`config.mk`:
```
export PLATFORM = sky130hd
export DESIGN_NAME = frame_ram_arbiter
export DESIGN_NICKNAME = d
export VERILOG_FILES = /design/src/rtl/frame_ram_arbiter.sv
export SDC_FILE = /design/constraint.sdc
export NUM_CORES = 1
export LEC_CHECK = 0
export CAP_MARGIN = 15
export CORE_MARGIN = 1.5
export CORE_UTILIZATION = 37
export DETAILED_ROUTE_END_ITERATION = 16
export PLACE_DENSITY = 0.77
export SLEW_MARGIN = 20
export SYNTH_ARGS = -nofsm -noshare
export SYNTH_HDL_FRONTEND = slang
export SYNTH_SLANG_ARGS = --single-unit
```
`constraint.sdc`:
```
create_clock -name clk -period 1.9 [get_ports clk]
set_clock_uncertainty 0.2 [all_clocks]
set_input_delay 0.38 -clock clk [delete_from_list [all_inputs] [get_ports clk]]
set_output_delay 0.38 -clock clk [all_outputs]
set_load 0.03 [all_outputs]
```
`src/rtl/frame_ram_arbiter.sv`:
```
// Shares one single-port frame RAM between the VGA reader (priority) and the
// serial pixel writer; a read-run limit keeps a pending write from starving.
module frame_ram_arbiter #(
    parameter int DATA_W     = 32,
    parameter int DEPTH      = 129600,
    parameter int ADDR_W     = $clog2(DEPTH),
    parameter int RD_LATENCY = 1,
    parameter int MAX_RD_RUN = 4
) (
    input  logic              clk,
    input  logic              rst,
    input  logic              rd_req,
    input  logic [ADDR_W-1:0] rd_addr,
    output logic              rd_ack,
    output logic              rd_valid,
    output logic [DATA_W-1:0] rd_data,
    input  logic              wr_req,
    input  logic [ADDR_W-1:0] wr_addr,
    input  logic [DATA_W-1:0] wr_data,
    output logic              wr_ack,
    output logic              addr_err,
    output logic [ADDR_W-1:0] ram_addr,
    output logic              ram_we,
    output logic [DATA_W-1:0] ram_wdata,
    input  logic [DATA_W-1:0] ram_rdata
);
    localparam int               RUN_W   = $clog2(MAX_RD_RUN + 1);
    localparam logic [RUN_W-1:0] RUN_MAX = RUN_W'(MAX_RD_RUN);
    localparam logic [2:0]       LAT     = 3'(RD_LATENCY);
    localparam logic [ADDR_W:0]  DEPTH_L = (ADDR_W + 1)'(DEPTH);

    typedef enum logic [1:0] {IDLE, RD_WAIT, WR_DONE} state_t;

    state_t            state_q, state_d;
    logic [RUN_W-1:0]  rd_run_q, rd_run_d;
    logic [2:0]        cnt_q, cnt_d;
    logic              rd_ack_q, rd_ack_d;
    logic              rd_valid_q, rd_valid_d;
    logic [DATA_W-1:0] rd_data_q, rd_data_d;
    logic              wr_ack_q, wr_ack_d;
    logic              addr_err_q, addr_err_d;
    logic [ADDR_W-1:0] ram_addr_q, ram_addr_d;
    logic              ram_we_q, ram_we_d;
    logic [DATA_W-1:0] ram_wdata_q, ram_wdata_d;

    logic rd_oob, wr_oob, rd_win;

    assign rd_oob = {1'b0, rd_addr} >= DEPTH_L;
    assign wr_oob = {1'b0, wr_addr} >= DEPTH_L;
    assign rd_win = rd_req && (!wr_req || rd_run_q < RUN_MAX);

    always_comb begin
        state_d     = state_q;
        rd_run_d    = rd_run_q;
        cnt_d       = cnt_q;
        rd_ack_d    = 1'b0;
        rd_valid_d  = 1'b0;
        rd_data_d   = rd_data_q;
        wr_ack_d    = 1'b0;
        addr_err_d  = 1'b0;
        ram_addr_d  = ram_addr_q;
        ram_we_d    = 1'b0;
        ram_wdata_d = ram_wdata_q;
        case (state_q)
            IDLE: begin
                if (rd_win) begin
                    rd_ack_d = 1'b1;
                    // rd_win guarantees rd_run_q < RUN_MAX when wr_req is high
                    rd_run_d = wr_req ? rd_run_q + RUN_W'(1) : '0;
                    if (rd_oob) begin
                        addr_err_d = 1'b1;
                        state_d    = WR_DONE;
                    end else begin
                        ram_addr_d = rd_addr;
                        cnt_d      = '0;
                        state_d    = RD_WAIT;
                    end
                end else if (wr_req) begin
                    wr_ack_d = 1'b1;
                    rd_run_d = '0;
                    state_d  = WR_DONE;
                    if (wr_oob) begin
                        addr_err_d = 1'b1;
                    end else begin
                        ram_addr_d  = wr_addr;
                        ram_wdata_d = wr_data;
                        ram_we_d    = 1'b1;
                    end
                end
            end
            RD_WAIT: begin
                cnt_d = cnt_q + 3'd1;
                if (cnt_q == LAT) begin
                    rd_data_d  = ram_rdata;
                    rd_valid_d = 1'b1;
                    state_d    = IDLE;
                end
            end
            WR_DONE: state_d = IDLE;
            default: state_d = IDLE;
        endcase
    end

    always_ff @(posedge clk or negedge rst) begin
        if (!rst) begin
            state_q     <= IDLE;
            rd_run_q    <= '0;
            cnt_q       <= '0;
            rd_ack_q    <= 1'b0;
            rd_valid_q  <= 1'b0;
            rd_data_q   <= '0;
            wr_ack_q    <= 1'b0;
            addr_err_q  <= 1'b0;
            ram_addr_q  <= '0;
            ram_we_q    <= 1'b0;
            ram_wdata_q <= '0;
        end else begin
            state_q     <= state_d;
            rd_run_q    <= rd_run_d;
            cnt_q       <= cnt_d;
            rd_ack_q    <= rd_ack_d;
            rd_valid_q  <= rd_valid_d;
            rd_data_q   <= rd_data_d;
            wr_ack_q    <= wr_ack_d;
            addr_err_q  <= addr_err_d;
            ram_addr_q  <= ram_addr_d;
            ram_we_q    <= ram_we_d;
            ram_wdata_q <= ram_wdata_d;
        end
    end

    assign rd_ack    = rd_ack_q;
    assign rd_valid  = rd_valid_q;
    assign rd_data   = rd_data_q;
    assign wr_ack    = wr_ack_q;
    assign addr_err  = addr_err_q;
    assign ram_addr  = ram_addr_q;
    assign ram_we    = ram_we_q;
    assign ram_wdata = ram_wdata_q;
endmodule

```
==> metrics.cfg <==
[setup_path]
cp.depth=6
end_kind=flop
critical_path.endpoint=ram_addr[3]$_DFFE_PN0P_
crit_path_cell_trace=nand2b_4 -> nand3_4 -> buf_6 -> o21ai_4 -> clkbuf_16 -> mux2_4
slowest_stage=dfrtp_1
rr_endpoint=ram_addr[3]$_DFFE_PN0P_
critical_path_class=flop to flop
cpPeakStageDelay_ns=0.44
critPathMaxFanout=6
critPathTopFamily=flip-flops
r2r_start=rd_run_q[2]$_DFFE_PN0P_

[final_layout]
fill_cells=829
area_growth_syn_to_layout_pct=68.3
logic_cell_area_um2=1570
layout.cells.most_common=dlygate4sd2_1
number_of_nets_in_the_final_layout=566
drive_gt1_share_pct=33.5
post_layout_nonfiller_instances=602

[drt]
count_of_nets_left_with_antenna_violations_after_detail_routing=0
wire_length_on_met1_um=3990
first_pass_iters=4
routed.top_layer=met4
wl_met3_um=594
final_routed_drc_violation_total=0

[worst_hold_path]
min_delay_worst_endpoint=ram_addr[9]$_DFFE_PN0P_
launch_instance_of_the_worst_min_delay_path=rd_addr[9]
min_path_cells=3

[status]
violations=setup timing
run_status=complete, but fails checks

[clocking]
root_buffer=clkbuf_8
clock_sinks=94
tritoncts=yes
ctsLongestPathBuffers=2
post_cts.repair.setup_buffers=10
cts.reportedPaths.clkPinSlew_ns=0.09
clk_latency_ns=0.35
postCtsHoldBufs=1

[run]
log.warning_count=29
max_cap_viol_count=0

[sta]
postLayoutSetupSlackWorst_ns=-0.0115
post-route-min-period_ns=1.91
max_slew.worst_pin.slew_ns=0.502
slew_headroom_pct=66.6
setup_viol=6
grt_setup_unrepaired=true
crit_share_post_route_pct=101

[logic_synthesis]
top_area_share_pct=61.0
register_area_share_after_synthesis_pct=61.0
postSynthNetCount=346
syn-mean-instance-area_um2=16.0
post_synth_fa_ha_maj_area_fraction_pct=0.973
syn-cell-area_um2=3860
area_leaders=dfrtp_1, mux2_2, mux2_4
common_cells=dfrtp_1, mux2_2, mux2_4, buf_2
synth.cellmix.simpleShare_pct=3.02
post-synth-top-count-cell=dfrtp_1
yosys.stat.chipArea_um2=3860
postSynth.topFlopCell=dfrtp_1
ys_sh_aoi_pct=3.02
enable_flop_cells=0
total_number_of_yosys_warnings=0

[place]
placed_wire_length_estimate_um=6430
gp_congestion=0.703
placement.setup.worst_slack_ns=-0.532
numPlacedInstances=570

[power]
clockPowerShare_pct=14.8
share_comb_of_total_power_pct=52.5
flip_flop_and_latch_power_uw=3450
reg_power_share_pct=32.7
p_clk_uw=1560
power_density_nw_per_um2=1630

[die]
floorplan.core_util_pct=37.7
core_region_area_um2=10200

[grt]
grt_antenna_before_repair=0

## metrics by stage
stage | TNS [ns] | total power [uW]
floorplan | 0 | 6820
global placement | -25.02 | 9270
detailed placement | -26.45 | 9400
CTS | -0.0783 | 10600
global route | -0.738 | 11100
finish | -0.0488 | 10600
## routing by layer
metal | up-vias | global-route usage (%)
met5 | - | 0
met4 | 0 | 8.32
met3 | 13 | 4.18
met2 | 119 | 29.1
met1 | 1381 | 21.5
li1 | 1309 | -
## final cells by class
| type | instances | area share, % |
|---|---|---|
| Clock buffer | 11 | 2.02 |
| Clock inverter | 5 | 1.66 |
| Timing Repair Buffer | 219 | 33.1 |
| Inverter | 2 | 0.116 |
| Multi-Input combinational cell | 135 | 24.2 |
| Tap cell | 136 | 2.62 |
| Sequential cell | 94 | 36.3 |
**Close-up of the layout**

Region (28, 49) to (78, 99) um. Cells in gray, sequential cells in the stronger gray; small squares are vias.
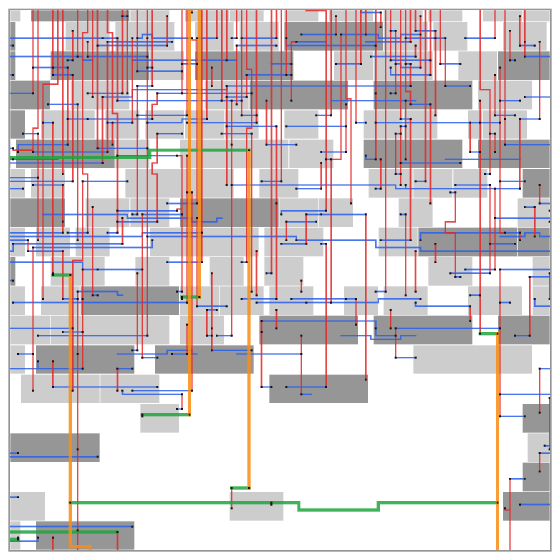
[M4] orange
[M3] green
[M2] red
[M1] blue
cells with their middle in the window: 86
sequential cells in the window: 21
netlist names of flops here include: `ram_wdata` (19), `ram_addr` (2)
most frequent: dfrtp_1 (21), clkdlybuf4s50_1 (16), dlygate4sd2_1 (16)

**Wiring heat map**

Drawn at 4 px/um. 21 x 21 tiles, from dark purple (low) to yellow (high), scaled to the fullest tile. Values are wire area over tile area, all layers added.
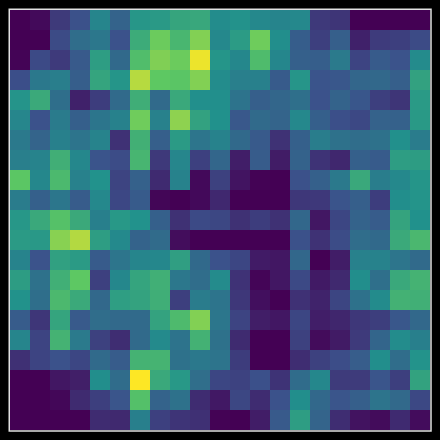
emptiest ninth of the die: center
fullest tile: 0.41
densest ninth of the die: north
mean over tiles: 0.14
via total after detailed routing: 2,822
GRT Util Overall: 17.6%

**Cells by drive strength**

Drawn at 3 px/um.
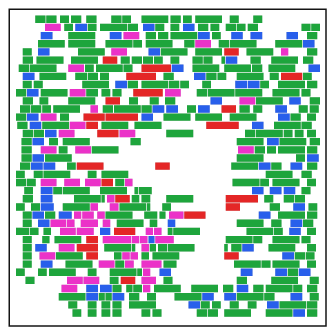
[x6 and larger] red | cells: 26 | share: 5.6%
[x2] blue | cells: 76 | share: 16%
[x1 and smaller] green | cells: 310 | share: 67%
[x3 and x4] magenta | cells: 54 | share: 12%
Final Worst Setup Slack: -0.0115 ns
number of buffers other than clock buffers in the final layout: 219
finished layout cell area: 6490 um2

**Cell outlines without signal wires**

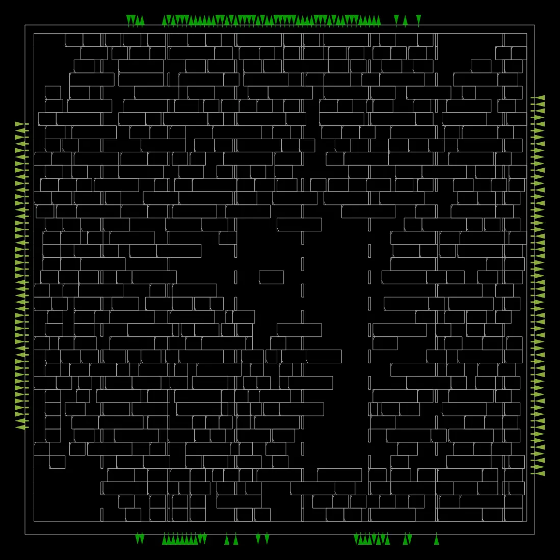
number of well taps: 136
number of rows in the core area: 37

Power figures rest on the tool's default switching activity, not on a simulated workload.
